## config.mk

```make
export PLATFORM = sky130hd
export DESIGN_NAME = conv2d_asymmetric_kernel_stream_module_flat
export DESIGN_NICKNAME = d
export VERILOG_FILES = /design/src/rtl/conv2d_asymmetric_kernel_stream_module_if.sv /design/src/rtl/conv2d_asymmetric_kernel_stream_module.sv /design/src/flat_wrapper.sv
export SDC_FILE = /design/constraint.sdc
export NUM_CORES = 2
export LEC_CHECK = 0
export CORE_UTILIZATION = 65
export CTS_CLUSTER_SIZE = 40
export DETAILED_ROUTE_END_ITERATION = 7
export MAX_ROUTING_LAYER = met4
export PLACE_DENSITY = 0.93
export SETUP_SLACK_MARGIN = 0.02
export SLEW_MARGIN = 10
export SYNTH_ARGS = -nofsm -noshare
export SYNTH_HDL_FRONTEND = slang
export SYNTH_SLANG_ARGS = --single-unit
```

## constraint.sdc

```tcl
create_clock -name clk -period 28.4 [get_ports clk]
set_input_delay 5.68 -clock clk [delete_from_list [all_inputs] [get_ports clk]]
set_output_delay 5.68 -clock clk [all_outputs]
set_load 0.02 [all_outputs]
```

## src/rtl/conv2d_asymmetric_kernel_stream_module_if.sv

```systemverilog
// Stream bundle for the conv2d engine: weight load channel, frame load channel,
// result channel plus the reload request and end-of-frame pulse.
interface conv2d_asymmetric_kernel_stream_module_if #(
    parameter int DATA_W   = 16,
    parameter int OUT_BITS = 32
);
    logic                       weight_valid;
    logic                       weight_ready;
    logic signed [DATA_W-1:0]   weight_data;
    logic                       valid_in;
    logic                       ready_in;
    logic signed [DATA_W-1:0]   input_data;
    logic                       reload_w;
    logic                       valid_out;
    logic                       ready_out;
    logic signed [OUT_BITS-1:0] output_data;
    logic                       frame_done;

    modport master (
        output weight_valid, weight_data, valid_in, input_data, reload_w, ready_out,
        input  weight_ready, ready_in, valid_out, output_data, frame_done
    );

    modport slave (
        input  weight_valid, weight_data, valid_in, input_data, reload_w, ready_out,
        output weight_ready, ready_in, valid_out, output_data, frame_done
    );
endinterface

```

## src/rtl/conv2d_asymmetric_kernel_stream_module.sv

```systemverilog
// Single-channel 2D cross-correlation (no padding, asymmetric K_H x K_W kernel):
// buffers weights and one input frame, then walks every output with one serial MAC.
module conv2d_asymmetric_kernel_stream_module #(
    parameter int IN_H     = 5,
    parameter int IN_W     = 7,
    parameter int K_H      = 3,
    parameter int K_W      = 2,
    parameter int STRIDE_H = 1,
    parameter int STRIDE_W = 1,
    parameter int DATA_W   = 16,
    parameter int OUT_BITS = 32
) (
    input  logic clk,
    input  logic rst,
    conv2d_asymmetric_kernel_stream_module_if.slave bus
);
    localparam int OUT_ROWS = (IN_H - K_H) / STRIDE_H + 1;
    localparam int OUT_COLS = (IN_W - K_W) / STRIDE_W + 1;
    localparam int NTAP     = K_H * K_W;
    localparam int NPIX     = IN_H * IN_W;
    localparam int PROD_W   = 2 * DATA_W;
    localparam int ACC_W    = PROD_W + $clog2(NTAP);

    localparam int WC_W = (NTAP > 1)     ? $clog2(NTAP)     : 1;
    localparam int XC_W = (NPIX > 1)     ? $clog2(NPIX)     : 1;
    localparam int KH_W = (K_H > 1)      ? $clog2(K_H)      : 1;
    localparam int KW_W = (K_W > 1)      ? $clog2(K_W)      : 1;
    localparam int OH_W = (OUT_ROWS > 1) ? $clog2(OUT_ROWS) : 1;
    localparam int OW_W = (OUT_COLS > 1) ? $clog2(OUT_COLS) : 1;

    localparam logic signed [ACC_W-1:0] SAT_MAX = ACC_W'({1'b0, {(OUT_BITS-1){1'b1}}});
    localparam logic signed [ACC_W-1:0] SAT_MIN = -SAT_MAX - 1;

    typedef enum logic [1:0] {S_LOAD_W, S_LOAD_X, S_MAC, S_OUT} state_t;

    state_t state_q, state_d;

    logic [WC_W-1:0] wcnt;
    logic [XC_W-1:0] xcnt;
    logic [KH_W-1:0] kh;
    logic [KW_W-1:0] kw;
    logic [OH_W-1:0] oh;
    logic [OW_W-1:0] ow;

    logic signed [ACC_W-1:0]    acc;
    logic signed [OUT_BITS-1:0] out_q;

    logic signed [DATA_W-1:0] w_mem [NTAP];
    logic signed [DATA_W-1:0] x_mem [NPIX];

    logic w_hs, x_hs, o_hs;
    logic last_w, last_x, last_tap, last_col, last_row;

    assign w_hs = (state_q == S_LOAD_W) && bus.weight_valid;
    assign x_hs = (state_q == S_LOAD_X) && bus.valid_in;
    assign o_hs = (state_q == S_OUT)    && bus.ready_out;

    assign last_w   = (wcnt == WC_W'(NTAP - 1));
    assign last_x   = (xcnt == XC_W'(NPIX - 1));
    assign last_tap = (kh == KH_W'(K_H - 1)) && (kw == KW_W'(K_W - 1));
    assign last_col = (ow == OW_W'(OUT_COLS - 1));
    assign last_row = (oh == OH_W'(OUT_ROWS - 1));

    // NOTE: every register uses non-blocking assignment so all flops sample
    // pre-edge values regardless of the order the blocks are evaluated in.
    always_ff @(posedge clk) begin
        if (rst) state_q <= S_LOAD_W;
        else     state_q <= state_d;
    end

    // NOTE: each output gets a default before the case so no path leaves a
    // signal unassigned and no latch is inferred.
    always_comb begin
        state_d          = state_q;
        bus.weight_ready = 1'b0;
        bus.ready_in     = 1'b0;
        bus.valid_out    = 1'b0;
        bus.frame_done   = 1'b0;
        unique case (state_q)
            S_LOAD_W: begin
                bus.weight_ready = 1'b1;
                if (bus.weight_valid && last_w) state_d = S_LOAD_X;
            end
            S_LOAD_X: begin
                bus.ready_in = 1'b1;
                if (bus.valid_in) begin
                    if (last_x) state_d = S_MAC;
                end else if (bus.reload_w && (xcnt == '0)) begin
                    state_d = S_LOAD_W;
                end
            end
            S_MAC: begin
                if (last_tap) state_d = S_OUT;
            end
            S_OUT: begin
                bus.valid_out = 1'b1;
                if (bus.ready_out) begin
                    bus.frame_done = last_row && last_col;
                    state_d        = (last_row && last_col) ? S_LOAD_X : S_MAC;
                end
            end
            default: state_d = S_LOAD_W;
        endcase
    end

    // Tap addressing: weight[kh][kw] against x[oh*SH+kh][ow*SW+kw].
    logic [WC_W-1:0]          w_addr;
    logic [XC_W-1:0]          x_addr;
    logic signed [PROD_W-1:0] w_ext, x_ext, prod;
    logic signed [ACC_W-1:0]  acc_sum;

    assign w_addr  = WC_W'(int'(kh) * K_W + int'(kw));
    assign x_addr  = XC_W'((int'(oh) * STRIDE_H + int'(kh)) * IN_W + int'(ow) * STRIDE_W + int'(kw));
    assign w_ext   = PROD_W'(w_mem[w_addr]);
    assign x_ext   = PROD_W'(x_mem[x_addr]);
    assign prod    = w_ext * x_ext;
    assign acc_sum = ((kh == '0) && (kw == '0) ? '0 : acc) + ACC_W'(prod);

    function automatic logic signed [OUT_BITS-1:0] saturate(input logic signed [ACC_W-1:0] v);
        if (v > SAT_MAX)      return SAT_MAX[OUT_BITS-1:0];
        else if (v < SAT_MIN) return SAT_MIN[OUT_BITS-1:0];
        else                  return v[OUT_BITS-1:0];
    endfunction

    // NOTE: the weight and frame buffers have no reset; stale contents are
    // harmless because the counters and FSM force a full reload before use.
    always_ff @(posedge clk) begin
        if (!rst && w_hs) w_mem[wcnt] <= bus.weight_data;
        if (!rst && x_hs) x_mem[xcnt] <= bus.input_data;
    end

    always_ff @(posedge clk) begin
        if (rst) begin
            wcnt  <= '0;
            xcnt  <= '0;
            kh    <= '0;
            kw    <= '0;
            oh    <= '0;
            ow    <= '0;
            acc   <= '0;
            out_q <= '0;
        end else begin
            if (w_hs) wcnt <= last_w ? '0 : wcnt + 1'b1;
            if (x_hs) xcnt <= last_x ? '0 : xcnt + 1'b1;
            if (state_q == S_MAC) begin
                acc <= acc_sum;
                if (kw == KW_W'(K_W - 1)) begin
                    kw <= '0;
                    kh <= last_tap ? '0 : kh + 1'b1;
                end else begin
                    kw <= kw + 1'b1;
                end
                if (last_tap) out_q <= saturate(acc_sum);
            end
            if (o_hs) begin
                if (last_col) begin
                    ow <= '0;
                    oh <= last_row ? '0 : oh + 1'b1;
                end else begin
                    ow <= ow + 1'b1;
                end
            end
        end
    end

    assign bus.output_data = out_q;
endmodule
```

## src/flat_wrapper.sv

```systemverilog
// flat-port wrapper written by rule: the top's interface ports become plain ports
module conv2d_asymmetric_kernel_stream_module_flat 
#(
    parameter int IN_H     = 5,
    parameter int IN_W     = 7,
    parameter int K_H      = 3,
    parameter int K_W      = 2,
    parameter int STRIDE_H = 1,
    parameter int STRIDE_W = 1,
    parameter int DATA_W   = 16,
    parameter int OUT_BITS = 32
)
  (clk, rst, bus_weight_valid, bus_weight_data, bus_valid_in, bus_input_data, bus_reload_w, bus_ready_out, bus_weight_ready, bus_ready_in, bus_valid_out, bus_output_data, bus_frame_done);
  conv2d_asymmetric_kernel_stream_module_if #(.DATA_W(DATA_W), .OUT_BITS(OUT_BITS)) bus_i ();
  input  logic clk;
  input  logic rst;
  input wire logic [$bits(bus_i.weight_valid)-1:0] bus_weight_valid;
  input wire logic [$bits(bus_i.weight_data)-1:0] bus_weight_data;
  input wire logic [$bits(bus_i.valid_in)-1:0] bus_valid_in;
  input wire logic [$bits(bus_i.input_data)-1:0] bus_input_data;
  input wire logic [$bits(bus_i.reload_w)-1:0] bus_reload_w;
  input wire logic [$bits(bus_i.ready_out)-1:0] bus_ready_out;
  output wire logic [$bits(bus_i.weight_ready)-1:0] bus_weight_ready;
  output wire logic [$bits(bus_i.ready_in)-1:0] bus_ready_in;
  output wire logic [$bits(bus_i.valid_out)-1:0] bus_valid_out;
  output wire logic [$bits(bus_i.output_data)-1:0] bus_output_data;
  output wire logic [$bits(bus_i.frame_done)-1:0] bus_frame_done;
  assign bus_i.weight_valid = bus_weight_valid;
  assign bus_i.weight_data = bus_weight_data;
  assign bus_i.valid_in = bus_valid_in;
  assign bus_i.input_data = bus_input_data;
  assign bus_i.reload_w = bus_reload_w;
  assign bus_i.ready_out = bus_ready_out;
  assign bus_weight_ready = bus_i.weight_ready;
  assign bus_ready_in = bus_i.ready_in;
  assign bus_valid_out = bus_i.valid_out;
  assign bus_output_data = bus_i.output_data;
  assign bus_frame_done = bus_i.frame_done;
  conv2d_asymmetric_kernel_stream_module #(.IN_H(IN_H), .IN_W(IN_W), .K_H(K_H), .K_W(K_W), .STRIDE_H(STRIDE_H), .STRIDE_W(STRIDE_W), .DATA_W(DATA_W), .OUT_BITS(OUT_BITS)) u_core (.clk(clk), .rst(rst), .bus(bus_i));
endmodule
```

congestion_map.png
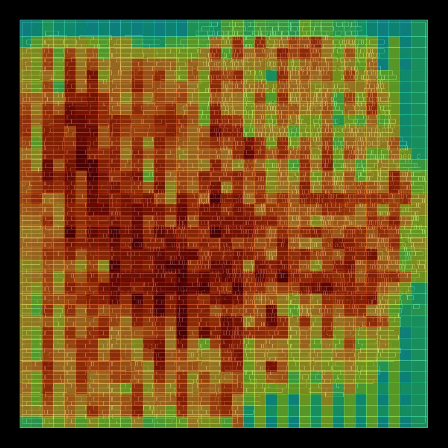
GR peak layer: met2
GRT Overall Usage: 38.48%
wire per inst: 28.81 µm
routing usage on met2: 61.84%

ff_map.png
(2 px per µm) Other sequential cells in the stronger gray, the rest of the logic in the fainter gray.
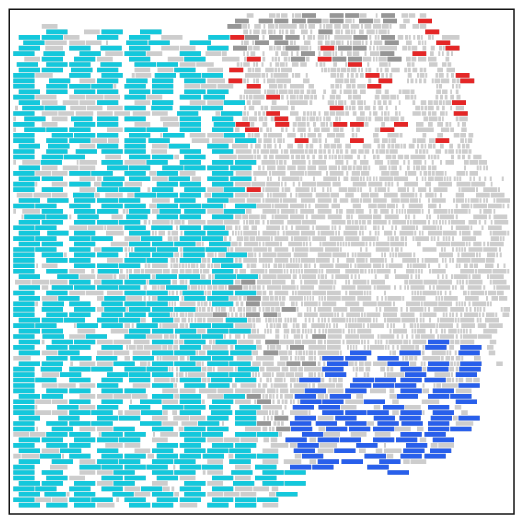
| color | name in the netlist | sequential cells |
|---|---|---|
| blue | u_core.w_mem | 96 |
| red | u_core.acc | 35 |
| cyan | u_core.x_mem | 560 |

==> Slide: Implementation Results <==
Synthesis and Place & Route Summary

Critical path
  • RR Endpoint: u_core.bus.output_data[1]
  • Critical path class: register to register
  • CP dominant cell by count: fa_1
  • WP buf/inv: 11
  • Slowest stage cell, crit path: o31ai_4
  • CP arrival: 16.15 ns
  • Reg2Reg Depth: between 50 and 60
  • Stages on the worst setup path: 53
  • CP endpoint: u_core.bus.output_data[1]

Yosys
  • Post-synthesis adder-cell area fraction: 17.43%
  • Synth top area share: 48.62%
  • Post-synth EDFFs: 656
  • Register area share after synthesis: a little over half
  • Post-synthesis cell count: 2923
  • Floorplan Nets: 3364
  • Syn. warnings: 0
  • AND/OR/NAND/NOR Cells, Area Fraction: 7.468%

Power
  • Sw Share: between 40% and 50%
  • PD cells: between 90 and 100 nW/µm²
  • Sequential group power: around 1200 µW

Clock tree
  • Clk Latency, worst-skew pair: 0.67 ns
  • Hold_buf cts: 0
  • CTS clk-pin slew, worst paths: 0.06 ns

STA
  • Hold WS: 0.4501 ns
  • Final setup TNS: 0 ns

Floorplan
  • TAP cells: 837
  • Die X-Extent: 251.7 µm

Finish
  • Layout Cells excl Fill: 3927
  • Logic area: 17430 µm²
  • Most numerous logic cell after layout: edfxtp_1
  • Fin nets: 3472
  • Clkbuf count: 95

Run status
  • Status: complete, no violations

Drt
  • Post-Route WL: 113100 µm

GRT
  • Largest net degree at the start of global routing: about 83

Placement
  • Gp weighted congestion: 1.007
  • Post-Place Cells: 3793
  • Placed inst area: 42470 µm²
m1.png
(1 px per µm)
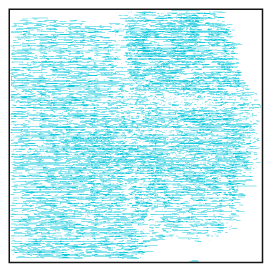
longest straight run: 54.3 µm
main direction: horizontal
share of all routed wire: 32%
nets with wire on the layer: 3306
wire length on this layer: 36.4 mm

closeup.png
Window x 176 to 201, y 176 to 201 µm. Cells in gray, sequential cells in the stronger gray; small squares are vias.
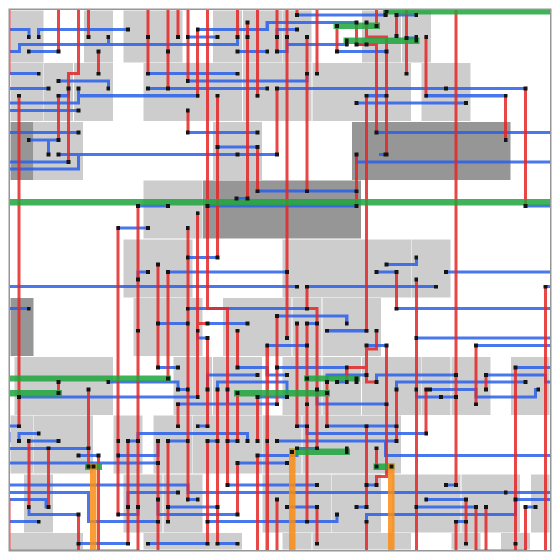
| color | layer |
|---|---|
| red | M2 |
| blue | M1 |
| orange | M4 |
| green | M3 |
sequential cells in the window: 2
most frequent: a21oi_1 (8), nand2_1 (6), xnor2_1 (6)
cells with their middle in the window: 48
netlist names of flops here include: u_core.acc (2)

Power is estimated from default activity; no workload was simulated.
